===== src/rtl/master_port_if.sv =====
`default_nettype none
// ============================================================================
// Module     : master_port_if
// Purpose    : Bundles the parallel request port and the serial slave-bus
//              signals of master_port into a single interface.
// Ports      : (signals, direction seen from the master modport)
//   daddr   in  ADDR_WIDTH  request address
//   dwdata  in  DATA_WIDTH  request write data
//   dmode   in  1           1=write, 0=read
//   dvalid  in  1           request valid
//   dready  out 1           idle, request can be accepted
//   drdata  out DATA_WIDTH  read result
//   dack    out 1           one-cycle completion pulse
//   derr    out 1           read timeout flag, valid with dack
//   mwdata  out 1           serial address/write data, LSB first
//   mmode   out 1           bus mode, 1=write, 0=read
//   mvalid  out 1           frame bit valid
//   mrdata  in  1           serial read data, LSB first
//   svalid  in  1           read-data bit valid
//   sready  in  1           slave can start a new frame
// Revision   : 1.0 - initial release
// ============================================================================
interface master_port_if #(
  parameter int ADDR_WIDTH = 12,
  parameter int DATA_WIDTH = 8
);
  logic [ADDR_WIDTH-1:0] daddr;
  logic [DATA_WIDTH-1:0] dwdata;
  logic                  dmode;
  logic                  dvalid;
  logic                  dready;
  logic [DATA_WIDTH-1:0] drdata;
  logic                  dack;
  logic                  derr;
  logic                  mwdata;
  logic                  mmode;
  logic                  mvalid;
  logic                  mrdata;
  logic                  svalid;
  logic                  sready;

  // Bus master (the master_port block itself)
  modport master (
    input  daddr, dwdata, dmode, dvalid, mrdata, svalid, sready,
    output dready, drdata, dack, derr, mwdata, mmode, mvalid
  );

  // Environment side: request source plus serial slave
  modport slave (
    output daddr, dwdata, dmode, dvalid, mrdata, svalid, sready,
    input  dready, drdata, dack, derr, mwdata, mmode, mvalid
  );
endinterface
`default_nettype wire


===== src/rtl/master_port.sv =====
`default_nettype none
// ============================================================================
// Module     : master_port
// Purpose    : Converts parallel read/write requests into a serial bus frame.
//              A frame sends ADDR_WIDTH address bits (LSB first), then either
//              DATA_WIDTH write bits or collects DATA_WIDTH read bits from the
//              slave, qualified by svalid. Reads give up after TIMEOUT cycles
//              without svalid and report derr. Completion is a one-cycle dack.
// Ports      :
//   clk   in  1   clock, rising edge
//   rstn  in  1   synchronous active-low reset
//   bus   master_port_if.master  request port and serial bus (see interface)
// Revision   : 1.0 - initial release
// ============================================================================
module master_port #(
  parameter int ADDR_WIDTH = 12,
  parameter int DATA_WIDTH = 8,
  parameter int TIMEOUT    = 64
) (
  input  logic          clk,
  input  logic          rstn,
  master_port_if.master bus
);

  // One bit counter serves both address and data phases.
  localparam int CNT_MAX = (ADDR_WIDTH > DATA_WIDTH) ? ADDR_WIDTH : DATA_WIDTH;
  localparam int CNT_W   = (CNT_MAX > 1) ? $clog2(CNT_MAX) : 1;
  localparam int TMO_W   = (TIMEOUT > 1) ? $clog2(TIMEOUT) : 1;

  localparam logic [CNT_W-1:0] ADDR_LAST = CNT_W'(ADDR_WIDTH - 1);
  localparam logic [CNT_W-1:0] DATA_LAST = CNT_W'(DATA_WIDTH - 1);
  localparam logic [TMO_W-1:0] TMO_LAST  = TMO_W'(TIMEOUT - 1);
  localparam logic [CNT_W-1:0] CNT_ONE   = CNT_W'(1);
  localparam logic [TMO_W-1:0] TMO_ONE   = TMO_W'(1);

  typedef enum logic [2:0] {
    IDLE  = 3'd0,
    ADDR  = 3'd1,
    WDATA = 3'd2,
    RWAIT = 3'd3,
    RDATA = 3'd4,
    DONE  = 3'd5
  } state_t;

  state_t                state_q,   state_d;
  logic [CNT_W-1:0]      cnt_q,     cnt_d;
  logic [TMO_W-1:0]      tmo_q,     tmo_d;
  logic [ADDR_WIDTH-1:0] addr_sh_q, addr_sh_d;
  logic [DATA_WIDTH-1:0] data_sh_q, data_sh_d;
  logic                  mode_q,    mode_d;
  logic [DATA_WIDTH-1:0] rd_sh_q,   rd_sh_d;

  logic                  dready_q,  dready_d;
  logic [DATA_WIDTH-1:0] drdata_q,  drdata_d;
  logic                  dack_q,    dack_d;
  logic                  derr_q,    derr_d;
  logic                  mwdata_q,  mwdata_d;
  logic                  mmode_q,   mmode_d;
  logic                  mvalid_q,  mvalid_d;

  // Read shift register with the current mrdata entering at the top; after
  // DATA_WIDTH accepted bits the first bit received sits at bit 0.
  logic [DATA_WIDTH-1:0] rd_shift;

  // All outputs are registered: each *_d is the value the output must show
  // while the FSM sits in state_d.
  always_comb begin
    state_d   = state_q;
    cnt_d     = cnt_q;
    tmo_d     = tmo_q;
    addr_sh_d = addr_sh_q;
    data_sh_d = data_sh_q;
    mode_d    = mode_q;
    rd_sh_d   = rd_sh_q;
    dready_d  = 1'b0;
    drdata_d  = drdata_q;
    dack_d    = 1'b0;
    derr_d    = 1'b0;
    mwdata_d  = 1'b0;
    mmode_d   = 1'b0;
    mvalid_d  = 1'b0;

    rd_shift               = rd_sh_q >> 1;
    rd_shift[DATA_WIDTH-1] = bus.mrdata;

    case (state_q)
      IDLE: begin
        dready_d = 1'b1;
        if (bus.dvalid && bus.sready) begin
          state_d   = ADDR;
          cnt_d     = '0;
          tmo_d     = '0;
          // Bit 0 goes straight to the output; the rest wait in the shifter.
          addr_sh_d = bus.daddr >> 1;
          data_sh_d = bus.dwdata;
          mode_d    = bus.dmode;
          rd_sh_d   = '0;
          dready_d  = 1'b0;
          mvalid_d  = 1'b1;
          mmode_d   = bus.dmode;
          mwdata_d  = bus.daddr[0];
        end
      end

      ADDR: begin
        if (cnt_q == ADDR_LAST) begin
          cnt_d = '0;
          if (mode_q) begin
            state_d   = WDATA;
            mvalid_d  = 1'b1;
            mmode_d   = 1'b1;
            mwdata_d  = data_sh_q[0];
            data_sh_d = data_sh_q >> 1;
          end else begin
            state_d = RWAIT;
            tmo_d   = '0;
          end
        end else begin
          cnt_d     = cnt_q + CNT_ONE;
          mvalid_d  = 1'b1;
          mmode_d   = mode_q;
          mwdata_d  = addr_sh_q[0];
          addr_sh_d = addr_sh_q >> 1;
        end
      end

      WDATA: begin
        if (cnt_q == DATA_LAST) begin
          state_d = DONE;
          cnt_d   = '0;
          dack_d  = 1'b1;
        end else begin
          cnt_d     = cnt_q + CNT_ONE;
          mvalid_d  = 1'b1;
          mmode_d   = 1'b1;
          mwdata_d  = data_sh_q[0];
          data_sh_d = data_sh_q >> 1;
        end
      end

      // RWAIT waits for the first bit (cnt is 0 there); RDATA collects the
      // rest. Both stall on svalid=0 and share the inactivity timeout.
      RWAIT, RDATA: begin
        if (bus.svalid) begin
          tmo_d   = '0;
          rd_sh_d = rd_shift;
          if (cnt_q == DATA_LAST) begin
            state_d  = DONE;
            cnt_d    = '0;
            dack_d   = 1'b1;
            drdata_d = rd_shift;
          end else begin
            state_d = RDATA;
            cnt_d   = cnt_q + CNT_ONE;
          end
        end else if (tmo_q == TMO_LAST) begin
          state_d  = DONE;
          cnt_d    = '0;
          tmo_d    = '0;
          dack_d   = 1'b1;
          derr_d   = 1'b1;
          drdata_d = '0;
        end else begin
          tmo_d = tmo_q + TMO_ONE;
        end
      end

      DONE: begin
        state_d  = IDLE;
        dready_d = 1'b1;
      end

      default: begin
        state_d  = IDLE;
        cnt_d    = '0;
        tmo_d    = '0;
        dready_d = 1'b1;
      end
    endcase
  end

  always_ff @(posedge clk) begin
    if (!rstn) begin
      state_q   <= IDLE;
      cnt_q     <= '0;
      tmo_q     <= '0;
      addr_sh_q <= '0;
      data_sh_q <= '0;
      mode_q    <= 1'b0;
      rd_sh_q   <= '0;
      dready_q  <= 1'b1;
      drdata_q  <= '0;
      dack_q    <= 1'b0;
      derr_q    <= 1'b0;
      mwdata_q  <= 1'b0;
      mmode_q   <= 1'b0;
      mvalid_q  <= 1'b0;
    end else begin
      state_q   <= state_d;
      cnt_q     <= cnt_d;
      tmo_q     <= tmo_d;
      addr_sh_q <= addr_sh_d;
      data_sh_q <= data_sh_d;
      mode_q    <= mode_d;
      rd_sh_q   <= rd_sh_d;
      dready_q  <= dready_d;
      drdata_q  <= drdata_d;
      dack_q    <= dack_d;
      derr_q    <= derr_d;
      mwdata_q  <= mwdata_d;
      mmode_q   <= mmode_d;
      mvalid_q  <= mvalid_d;
    end
  end

  assign bus.dready = dready_q;
  assign bus.drdata = drdata_q;
  assign bus.dack   = dack_q;
  assign bus.derr   = derr_q;
  assign bus.mwdata = mwdata_q;
  assign bus.mmode  = mmode_q;
  assign bus.mvalid = mvalid_q;

endmodule
`default_nettype wire


===== src/flat_wrapper.sv =====
// flat-port wrapper written by rule: the top's interface ports become plain ports
module master_port_flat 
#(
  parameter int ADDR_WIDTH = 12,
  parameter int DATA_WIDTH = 8,
  parameter int TIMEOUT    = 64
)
  (clk, rstn, bus_daddr, bus_dwdata, bus_dmode, bus_dvalid, bus_mrdata, bus_svalid, bus_sready, bus_dready, bus_drdata, bus_dack, bus_derr, bus_mwdata, bus_mmode, bus_mvalid);
  master_port_if #(.ADDR_WIDTH(ADDR_WIDTH), .DATA_WIDTH(DATA_WIDTH)) bus_i ();
  input  logic clk;
  input  logic rstn;
  input wire logic [$bits(bus_i.daddr)-1:0] bus_daddr;
  input wire logic [$bits(bus_i.dwdata)-1:0] bus_dwdata;
  input wire logic [$bits(bus_i.dmode)-1:0] bus_dmode;
  input wire logic [$bits(bus_i.dvalid)-1:0] bus_dvalid;
  input wire logic [$bits(bus_i.mrdata)-1:0] bus_mrdata;
  input wire logic [$bits(bus_i.svalid)-1:0] bus_svalid;
  input wire logic [$bits(bus_i.sready)-1:0] bus_sready;
  output wire logic [$bits(bus_i.dready)-1:0] bus_dready;
  output wire logic [$bits(bus_i.drdata)-1:0] bus_drdata;
  output wire logic [$bits(bus_i.dack)-1:0] bus_dack;
  output wire logic [$bits(bus_i.derr)-1:0] bus_derr;
  output wire logic [$bits(bus_i.mwdata)-1:0] bus_mwdata;
  output wire logic [$bits(bus_i.mmode)-1:0] bus_mmode;
  output wire logic [$bits(bus_i.mvalid)-1:0] bus_mvalid;
  assign bus_i.daddr = bus_daddr;
  assign bus_i.dwdata = bus_dwdata;
  assign bus_i.dmode = bus_dmode;
  assign bus_i.dvalid = bus_dvalid;
  assign bus_i.mrdata = bus_mrdata;
  assign bus_i.svalid = bus_svalid;
  assign bus_i.sready = bus_sready;
  assign bus_dready = bus_i.dready;
  assign bus_drdata = bus_i.drdata;
  assign bus_dack = bus_i.dack;
  assign bus_derr = bus_i.derr;
  assign bus_mwdata = bus_i.mwdata;
  assign bus_mmode = bus_i.mmode;
  assign bus_mvalid = bus_i.mvalid;
  master_port #(.ADDR_WIDTH(ADDR_WIDTH), .DATA_WIDTH(DATA_WIDTH), .TIMEOUT(TIMEOUT)) u_core (.clk(clk), .rstn(rstn), .bus(bus_i));
endmodule

===== config.mk =====
export PLATFORM = sky130hd
export DESIGN_NAME = master_port_flat
export DESIGN_NICKNAME = d
export VERILOG_FILES = /design/src/rtl/master_port_if.sv /design/src/rtl/master_port.sv /design/src/flat_wrapper.sv
export SDC_FILE = /design/constraint.sdc
export NUM_CORES = 1
export LEC_CHECK = 0
export ABC_AREA = 1
export CORE_UTILIZATION = 45
export CTS_BUF_LIST = sky130_fd_sc_hd__clkbuf_4
export CTS_CLUSTER_SIZE = 24
export DETAILED_ROUTE_END_ITERATION = 10
export PLACE_DENSITY = 0.72
export SYNTH_ARGS = -nofsm -noshare
export SYNTH_HDL_FRONTEND = slang
export SYNTH_SLANG_ARGS = --single-unit

===== constraint.sdc =====
create_clock -name clk -period 1.65 [get_ports clk]
set_clock_uncertainty 0.15 [all_clocks]
set_input_delay 0.165 -clock clk [delete_from_list [all_inputs] [get_ports clk]]
set_output_delay 0.165 -clock clk [all_outputs]
set_load 0.02 [all_outputs]

### The metal 2 layer, run 1

(6 px per um) Cells faint in the background.
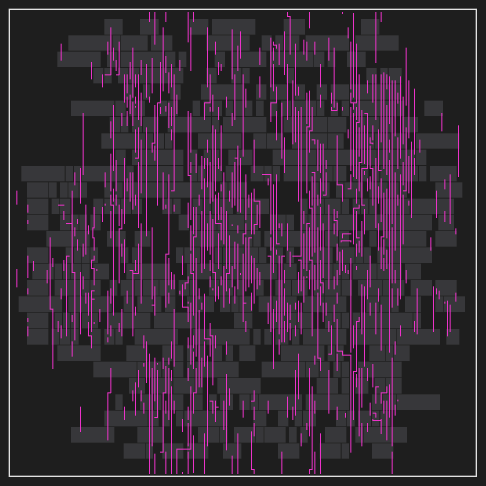
- share of all routed wire: 47%
- longest straight run: 32.0 um
- nets with wire on the layer: 353
- wire length on this layer: 2920 um
met2 usage in global routing: 0.335
via count: 2579
WL final: 6220 um

### Track usage over the die, run 1

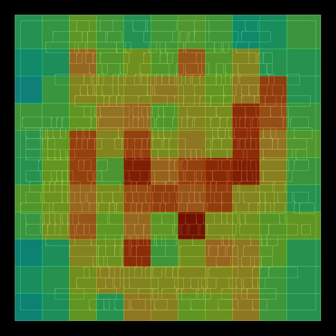
final core occ: 0.625
gr busiest metal: met2
WL/cell: 12.3 um
all-layer global routing usage: 0.208

==> results.cfg, run 1 <==
; generated from flow reports
[run_status]
status = completed

[sta]
period_used_share = 0.983
hold_ws_ns = 0.196
fmaxAchievable_ghz = 0.616
timing.final.ws_setup_ns = 0.0272
final-hold-violation-count = 0
slew_violations = 0
setup_tns_ns = 0
relSlewSlack = 0.721
setup_violations = 0
tightest_slew_ns = 0.414

[logic_synthesis]
yosysSeqAreaShare = 0.420
ys_warn_count = 0
synth_flops = 54
most_common_cell = nand2_1
area_leaders = dfxtp_1 42%, nand2_1 16%, a21oi_1 6.2%
synth-main-ff-cell = dfxtp_1
yosysUniqueCellTypes = 30
synth-xor-area-share = 0.00681
syn_area_um2 = 2570
yosysTopAreaCellShare = 0.420
fp_nets = 396
synth_area_per_cell_um2 = 7.01
fa_ha_area_frac = 0.00973
edf_count = 0
yosys.area.top_type = dfxtp_1
common_cells = 108 x nand2_1, 54 x dfxtp_1, 36 x nor2_1
yosys-stat-area_um2 = 2570

[floorplan]
fp_util = 0.467
die_height_um = 77.6
core_area_um2 = 5510
chip_area_um2 = 6020
ios = 41

[layout]
regMostFlops = u_core.addr_sh_q
lay_top_count = nand2_1
largest_register_ffs = 11
n_all_buffers = 70
antenna_cells = 0
clock_area_frac = 0.0171
sh_seq_area = 0.316
nClkBuffers = 5
finalNetCount = 462
nFillCells = 499
register_area_um2 = 1090
buffer_area_frac = 0.193
logic_gates = 276
combAreaFraction = 0.419
finalNonFillerCells = 506
comb_area_um2 = 1440
area_growth_pct = 33.9
dominant_cells = logic gates
final_area_um2 = 3440

[pwr]
p_seq_uw = 1820
switching_power_uw = 2580
pwr-share-seq = 0.320
irDropWorstVdd_v = 0.00109
swShare = 0.452
powerClk_uw = 594
p_comb_uw = 3290
clkPwrFrac = 0.104
power-top-group = combinational cells
pwr_density_cell_nw_per_um2 = 1660

[min_path]
whs_endpoint = u_core.addr_sh_q[1]
hold_path.startpoint = bus_daddr[2]

[grt]
grt_max_degree = 26
antenna_found_initial = 0
grt_pass1_wl_um = 10200
use_met1 = 0.285
grt_overflow = 0
grt_pass1_vias = 2260

[placed_design]
hpwl_um = 4380
gp_congestion = 0.896
place_inst = 495
pre_cts_ws_ns = -0.0413
dpl-instance-area_um2 = 3260

[worst_setup_path]
endpoint = u_core.cnt_q[1]
cp-start-kind = register
r2r_setup_slack_ns = 0.03
critPathKind = reg -> reg
cp_top_family = simple AND/OR/NAND/NOR gates
critical_path_buf_inv_count = 0
startpoint = u_core.tmo_q[1]
reg2reg_depth = 8
critPathSlowestCell = dfxtp_1
required_ns = 1.77
cp_max_fo = 6
critPathMaxStageDelay_ns = 0.37
crit_chain = ha_1, nand3_2, nor2_2, nor2_1, nand2_2, nand2_2, o21ai_0, nor2_1
r2r_start = u_core.tmo_q[1]
rr_endpoint = u_core.cnt_q[1]
end_kind = register
cp_num_cells = 8
critical_path_arrival_ns = 1.74

[clock_network]
post_cts_resized = 11
cts_tree = built
cts-root-buf = clkbuf_4
cts_hold_buf = 0
clk_path_buf_depth = 2
cts_setup_buffers = 0
clkSinkCount = 54
htree_levels = 2

[run]
warning_count = 27
maxCapViolations = 0

[detailed_routing]
drtIter0Drc = 157
drc = 0
drt-pass1-iter-count = 4
drt-met1-wl_um = 2970
wl_met2_um = 2920
antenna_left = 0
route.met3.wl_um = 253
### Signal metal coverage by tile, run 1

(4 px per um) The die is cut into 16 by 16 equal tiles; dark blue is low, red is high, scaled to the fullest tile. Values are wire area over tile area, all layers added.
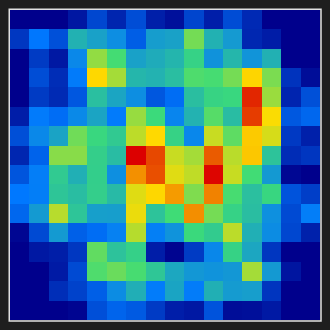
- mean over tiles: 0.16
- tiles over half the peak: 22%
- fullest tile: 0.50
- nearly empty tiles: 13%
- emptiest ninth of the die: south-west
- densest ninth of the die: centre

### The metal 3 layer, run 1

(6 px per um) Cells faint in the background.
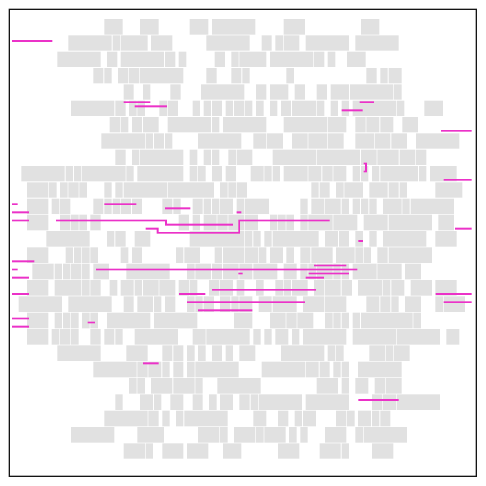
- longest straight run: 43.2 um
- main direction: horizontal
- share of all routed wire: 4.1%
GR Layer Usage met3: 0.0353

### Pin map, run 1

(6 px per um) Pins as bars across the die edge, other pins in grey.
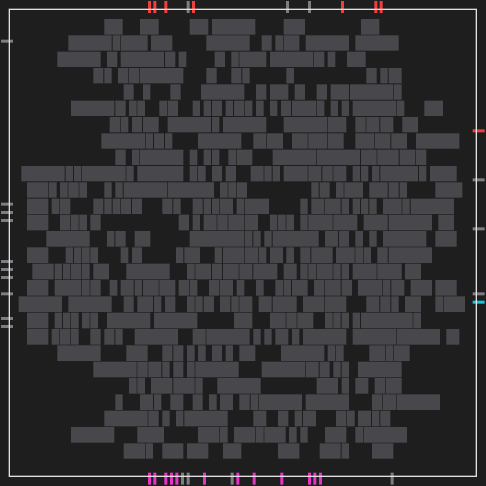

## Run 2: what changed since run 1
--- a/config.mk
+++ b/config.mk
@@ -8,9 +8,12 @@
 export ABC_AREA = 1
 export CORE_UTILIZATION = 45
 export CTS_BUF_LIST = sky130_fd_sc_hd__clkbuf_4
+export CTS_CLUSTER_DIAMETER = 30
 export CTS_CLUSTER_SIZE = 24
 export DETAILED_ROUTE_END_ITERATION = 10
+export HOLD_SLACK_MARGIN = 0.1
 export PLACE_DENSITY = 0.72
+export SETUP_SLACK_MARGIN = 0.02
 export SYNTH_ARGS = -nofsm -noshare
 export SYNTH_HDL_FRONTEND = slang
 export SYNTH_SLANG_ARGS = --single-unit
### Pin map, run 2

(6 px per um) Pins as bars across the die edge, other pins in grey.
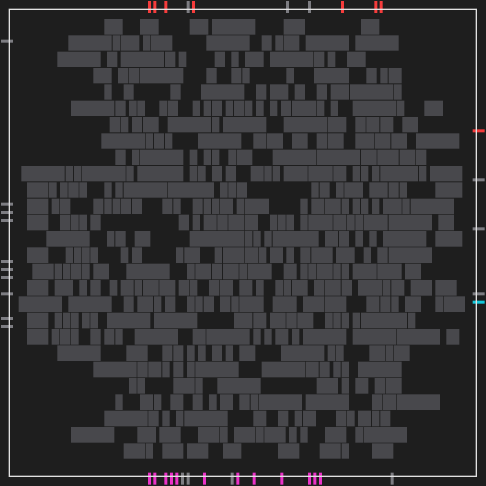
- bus_sready: cyan (pins 1; direction input; edge east)
- bus_drdata: red (pins 8; direction output; edge 7 north, 1 east)
- bus_daddr: magenta (pins 12; direction input; edge south)
Die Height: 77.6 um
die width: 77.6 um

==> results.cfg, run 2 <==
; generated from flow reports
[sta]
tightest_slew_ns = 0.416
hold_ws_ns = 0.198
timing.final.ws_setup_ns = 0.0236
setup_violations = 0
fmaxAchievable_ghz = 0.615
slew_violations = 0
period_used_share = 0.986

[run_status]
status = completed

[worst_setup_path]
rr_endpoint = u_core.cnt_q[1]
r2r_start = u_core.tmo_q[1]
critPathMaxStageDelay_ns = 0.37
critPathSlowestCell = dfxtp_1
endpoint = u_core.cnt_q[1]
cp_num_cells = 8
cp_max_fo = 6
r2r_setup_slack_ns = 0.02
critPathKind = reg -> reg
cp_top_family = simple AND/OR/NAND/NOR gates
startpoint = u_core.tmo_q[1]
end_kind = register
crit_chain = ha_2, nand3_2, nor2_2, nor2_1, nand2_2, nand2_2, o21ai_0, nor2_1
cp-start-kind = register

[layout]
n_all_buffers = 70
sh_seq_area = 0.315
area_growth_pct = 34.0
antenna_cells = 0
register_area_um2 = 1090
largest_register_ffs = 11
nClkBuffers = 5
finalNonFillerCells = 506
nFillCells = 503
lay_top_count = nand2_1
finalNetCount = 462
comb_area_um2 = 1460
logic_gates = 276
final_area_um2 = 3450
clock_area_frac = 0.0171

[logic_synthesis]
area_leaders = dfxtp_1 42%, nand2_1 16%, a21oi_1 6.2%
yosys-stat-area_um2 = 2570
synth-xor-area-share = 0.00681
yosysTopAreaCellShare = 0.420
edf_count = 0
synth_area_per_cell_um2 = 7.01
synth-main-ff-cell = dfxtp_1
yosys.area.top_type = dfxtp_1
ys_warn_count = 0
synth_flops = 54
syn_area_um2 = 2570
common_cells = 108 x nand2_1, 54 x dfxtp_1, 36 x nor2_1
fp_nets = 396

[grt]
grt_pass1_vias = 2262
grt_overflow = 0
use_met3 = 0.0353
antenna_found_initial = 0

[floorplan]
ios = 41
core_area_um2 = 5510
chip_area_um2 = 6020

[detailed_routing]
vias = 2533
route.met3.wl_um = 198
drtIter0Drc = 144
wl_met2_um = 2920
antenna_left = 0

[clock_network]
cts-root-buf = clkbuf_4
cts_tree = built
post_cts_resized = 17
clk_path_buf_depth = 2
htree_levels = 2

[pwr]
switching_power_uw = 2560
pwr_density_cell_nw_per_um2 = 1650
swShare = 0.451
pwr-share-seq = 0.321
p_seq_uw = 1820
clkPwrFrac = 0.104
irDropWorstVdd_v = 0.00111
p_comb_uw = 3270

[min_path]
hold_path.startpoint = bus_daddr[2]

[placed_design]
hpwl_um = 4380
dpl-instance-area_um2 = 3260
pre_cts_ws_ns = -0.0413

[run]
maxCapViolations = 0
### Track usage over the die, run 2

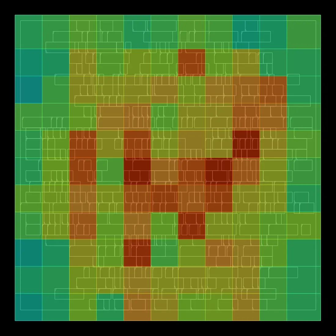
met2 usage in global routing: 0.334
all-layer global routing usage: 0.208
met1 global-route usage: 0.286

Power figures rest on the tool's default switching activity, not on a simulated workload.
